==> src/rtl/martes_seq.sv <==
// martes_seq: write-then-read burst sequencer driving martes dir/en with per-word dwell and read capture.
// Optional abort input is enabled by defining MARTES_SEQ_ABORT_EN.
module martes_seq #(
  parameter int ADDR_W = 7,
  parameter int DATA_W = 32,
  parameter int STEP   = 4,
  parameter int DWELL  = 50
) (
  input  logic              clk,
  input  logic              rst,
  input  logic              start,
  input  logic [ADDR_W-1:0] base,
  input  logic [5:0]        count,
  input  logic              wr_pass,
  input  logic [DATA_W-1:0] dataOut,
  input  logic              zeroFlag,
`ifdef MARTES_SEQ_ABORT_EN
  input  logic              abort,
`endif
  output logic [ADDR_W-1:0] dir,
  output logic              en,
  output logic              busy,
  output logic              done,
  output logic              err,
  output logic              rd_valid,
  output logic [DATA_W-1:0] rd_data,
  output logic [5:0]        rd_index,
  output logic [5:0]        zero_cnt
);
  typedef enum logic [2:0] {IDLE, WRITE, GAP, READ, DONE} state_t;
  localparam int AW = ADDR_W + 8;
  localparam logic [AW-1:0] MAX_ADDR = AW'((1 << ADDR_W) - 1);
  localparam logic [7:0] DW_LAST = 8'(DWELL - 1);
  state_t r_state, w_state;
  logic [ADDR_W-1:0] r_base, w_base, r_dir, w_dir;
  logic [5:0] r_cnt, w_cnt, r_i, w_i, r_rd_index, w_rd_index, r_zero_cnt, w_zero_cnt;
  logic [7:0] r_dw, w_dw;
  logic r_en, w_en, r_busy, w_busy, r_done, w_done, r_err, w_err, r_rd_valid, w_rd_valid;
  logic [DATA_W-1:0] r_rd_data, w_rd_data;
  logic [AW-1:0] w_end;
  logic w_bad, w_last_dw, w_last_i;
  // Highest address the requested burst would touch, computed wide so it cannot wrap.
  assign w_end = AW'(base) + AW'(STEP) * AW'(count - 6'd1);
  assign w_bad = ((AW'(base) % AW'(STEP)) != '0) || (count > 6'd32) || (count != 6'd0 && w_end > MAX_ADDR);
  assign w_last_dw = r_dw == DW_LAST;
  assign w_last_i = r_i == r_cnt - 6'd1;
  always_comb begin
    w_state = r_state;
    w_base = r_base;
    w_cnt = r_cnt;
    w_i = r_i;
    w_dw = r_dw;
    w_dir = r_dir;
    w_en = r_en;
    w_busy = r_busy;
    w_done = 1'b0;
    w_err = 1'b0;
    w_rd_valid = 1'b0;
    w_rd_data = r_rd_data;
    w_rd_index = r_rd_index;
    w_zero_cnt = r_zero_cnt;
    case (r_state)
      IDLE: if (start) begin
        if (w_bad) w_err = 1'b1;
        else begin
          w_base = base;
          w_cnt = count;
          w_i = '0;
          w_dw = '0;
          w_zero_cnt = '0;
          w_dir = count == 6'd0 ? r_dir : base;
          w_state = count == 6'd0 ? DONE : wr_pass ? WRITE : READ;
          w_en = count != 6'd0 && wr_pass;
          w_busy = count != 6'd0;
          w_done = count == 6'd0;
        end
      end
      WRITE: begin
        w_dw = w_last_dw ? '0 : r_dw + 8'd1;
        if (w_last_dw && w_last_i) begin
          w_state = GAP;
          w_en = 1'b0;
          w_dir = r_base;
          w_i = '0;
        end else if (w_last_dw) begin
          w_i = r_i + 6'd1;
          w_dir = r_dir + ADDR_W'(STEP);
        end
      end
      GAP: w_state = READ;
      READ: begin
        w_dw = w_last_dw ? '0 : r_dw + 8'd1;
        if (w_last_dw) begin
          w_rd_data = dataOut;
          w_rd_index = r_i;
          w_rd_valid = 1'b1;
          w_zero_cnt = r_zero_cnt + 6'(zeroFlag && r_zero_cnt < 6'd32);
          w_state = w_last_i ? DONE : READ;
          w_busy = !w_last_i;
          w_done = w_last_i;
          w_i = w_last_i ? r_i : r_i + 6'd1;
          w_dir = w_last_i ? r_dir : r_dir + ADDR_W'(STEP);
        end
      end
      DONE: w_state = IDLE;
      default: w_state = IDLE;
    endcase
`ifdef MARTES_SEQ_ABORT_EN
    if (abort && (r_state == WRITE || r_state == GAP || r_state == READ)) begin
      w_state = DONE;
      w_en = 1'b0;
      w_busy = 1'b0;
      w_done = 1'b1;
      w_dir = r_dir;
      w_i = r_i;
      w_dw = '0;
    end
`endif
  end
  always_ff @(posedge clk) begin
    if (rst) begin
      r_state <= IDLE;
      r_base <= '0;
      r_cnt <= '0;
      r_i <= '0;
      r_dw <= '0;
      r_dir <= '0;
      r_en <= 1'b0;
      r_busy <= 1'b0;
      r_done <= 1'b0;
      r_err <= 1'b0;
      r_rd_valid <= 1'b0;
      r_rd_data <= '0;
      r_rd_index <= '0;
      r_zero_cnt <= '0;
    end else begin
      r_state <= w_state;
      r_base <= w_base;
      r_cnt <= w_cnt;
      r_i <= w_i;
      r_dw <= w_dw;
      r_dir <= w_dir;
      r_en <= w_en;
      r_busy <= w_busy;
      r_done <= w_done;
      r_err <= w_err;
      r_rd_valid <= w_rd_valid;
      r_rd_data <= w_rd_data;
      r_rd_index <= w_rd_index;
      r_zero_cnt <= w_zero_cnt;
    end
  end
  assign dir = r_dir;
  assign en = r_en;
  assign busy = r_busy;
  assign done = r_done;
  assign err = r_err;
  assign rd_valid = r_rd_valid;
  assign rd_data = r_rd_data;
  assign rd_index = r_rd_index;
  assign zero_cnt = r_zero_cnt;
endmodule
==> config.mk <==
export PLATFORM = sky130hd
export DESIGN_NAME = martes_seq
export DESIGN_NICKNAME = d
export VERILOG_FILES = /design/src/rtl/martes_seq.sv
export SDC_FILE = /design/constraint.sdc
export NUM_CORES = 1
export LEC_CHECK = 0
export CAP_MARGIN = 20
export CORE_MARGIN = 2
export CORE_UTILIZATION = 30
export CTS_CLUSTER_DIAMETER = 30
export DETAILED_ROUTE_END_ITERATION = 10
export PLACE_DENSITY = 0.58
export SYNTH_ARGS = -nofsm -noshare
export SYNTH_HDL_FRONTEND = slang
export SYNTH_SLANG_ARGS = --single-unit
==> constraint.sdc <==
create_clock -name clk -period 6.9 [get_ports clk]
set_input_delay 0.69 -clock clk [delete_from_list [all_inputs] [get_ports clk]]
set_output_delay 0.69 -clock clk [all_outputs]
set_load 0.02 [all_outputs]
pins.png
Scale: 4 px per um. Pins as bars across the die edge, other pins in grey.
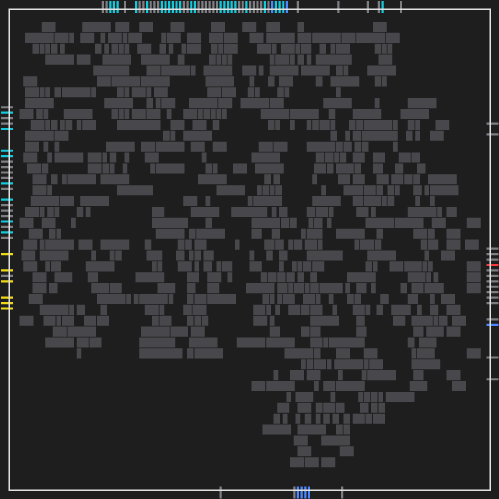
Blue shows dir, pins 7, direction output, edge 4 bottom, 2 top, 1 right. Yellow shows zero_cnt, pins 6, direction output, edge left. Red shows wr_pass, pins 1, direction input, edge right. Cyan shows rd_data, pins 32, direction output, edge 24 top, 8 left.

met3.png
Scale: 4 px per um. Cells faint in the background.
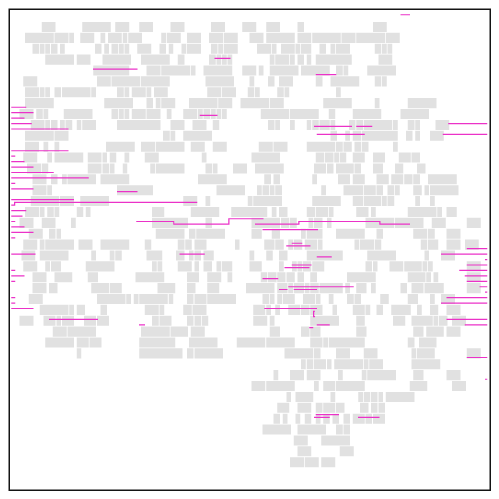
The wires run mostly horizontal. 64 nets have wire on it.

==> impl_metrics.csv <==
group,metric,value,unit
outcome,status,"completed",
drt,highest_layer,"met4",
power,power_frac_seq,44.9,%
final_timing,finalSetupViolCount,0,
setup_path,r2r_end,"dir[4]$_SDFFE_PP0P_",
setup_path,crit_start,"count[0]",
setup_path,crit_fanout,8,
final_layout,layout_top_cell,"clkdlybuf4s50_1",
synthesis,synth_stat.cells,496,
floorplan,taps,176,
drt,drt-pass1-iter-count,4,
final_timing,holdWs,451,ps
global_routing,use_met1,19.9,%
synthesis,postSynthCellCount,496,
drt,routed-wl-met3,528,um
power,combPwrFrac,7.2,%
final_layout,comb_share,38.8,%
synthesis,top_logic_kind,"simple AND/OR/NAND/NOR gates",
power,pg_comb,80.2,uW
global_routing,grt_max_degree,79,
place,placed_cells,759,
drt,drt-met1-wl,5.15,mm
final_layout,largest_reg_flops,32,
synthesis,top_area_share,42.8,%
drt,routedWlPerCell,14.2,um
power,p_clk_share,47.9,%
clock_network,holdBufCountCts,0,
min_path,whs_endpoint,"dir[1]$_SDFFE_PP0P_",
final_timing,slew-limit-headroom,32.3,%
clock_network,cts.sinks,86,
floorplan,dieArea,0.0144,mm2
drt,routed_via_density,4.96,
global_routing,globalRoute.totalOverflow,0,
setup_path,crit_family,"simple AND/OR/NAND/NOR gates",
place,placed_area,0.00524,mm2
final_layout,postLayoutCellArea,0.00557,mm2
flow_run,log.warning_count,29,
synthesis,yosysUniqueCellTypes,57,
final_layout,num-multi-input-gates,374,
final_layout,regArea,0.00172,mm2
place,place_hpwl,7.83,mm
power,power.leakage,0.00193,uW
synthesis,synth-simple-area-share,24.0,%
power,p_seq,502,uW
synthesis,ys.warnings.count,0,
final_timing,worstMarginPinSlew,1010,ps
final_layout,flop-count,86,
setup_path,crit_path_end_kind,"flip-flop",
power,internal_power,869,uW
setup_path,crit_path_cell_trace,"clkdlybuf4s50_1, inv_1, ha_1, or4b_4, nand2_1, ha_1, a221oi_2, or4b_4, and3_1, nor2_1, buf_4, mux2i_1, nor2_1",
min_path,holdCritStartpoint,"r_base[1]$_SDFFE_PP0P_",
final_layout,clk_share,5.93,%
synthesis,yosys_area,0.00403,mm2
final_layout,seq_share,30.9,%
synthesis,edf_count,0,
power,powerDensity,201,mW/mm2
final_timing,tns,0,ps
final_layout,inv_count,12,
synthesis,ff_type,"dfxtp_1",
power,p_sw_share,22.2,%
final_layout,drive_gt1_share,6.01,%
final_timing,post-route-period-util,62.3,%
floorplan,pin_count,106,
power,report.power.total,1120,uW
clock_network,clockBufferDepth,2,
final_timing,rsz0062_at_grt,"no",
global_routing,grt_pass1_vias,3743,
final_timing,fmax,0.233,GHz
synthesis,ys_sh_xor,2.61,%
final_layout,buf_share,19.6,%
synthesis,ys_seq_share,42.8,%
place,portBuffers,105,
synthesis,synth.net_count,560,
setup_path,regToRegSetupSlack,3970,ps
power,vdd_drop_max,0.0000927,V
setup_path,critical_path.endpoint,"r_base[5]$_SDFFE_PP0P_",
power,maxPowerGroup,"the clock network",
met2.png
Scale: 4 px per um. Cells faint in the background.
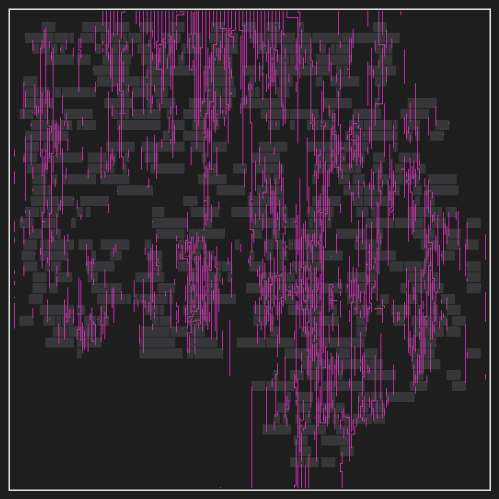
The longest straight run is 46.6 um. 539 nets have wire on it. The layer carries 5170 um of wire. The layer holds 47% of the routed length.

final_congestion.png
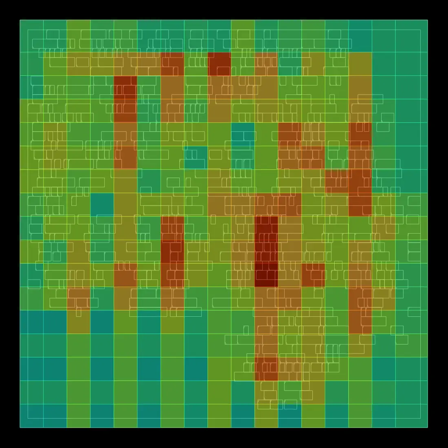
met2 GRT Util: 25.5%
post-layout util: 42.2%
met3 GRT Util: 3.42%
GRT Total Usage: 15.6%

Power and IR drop assume default switching activity.
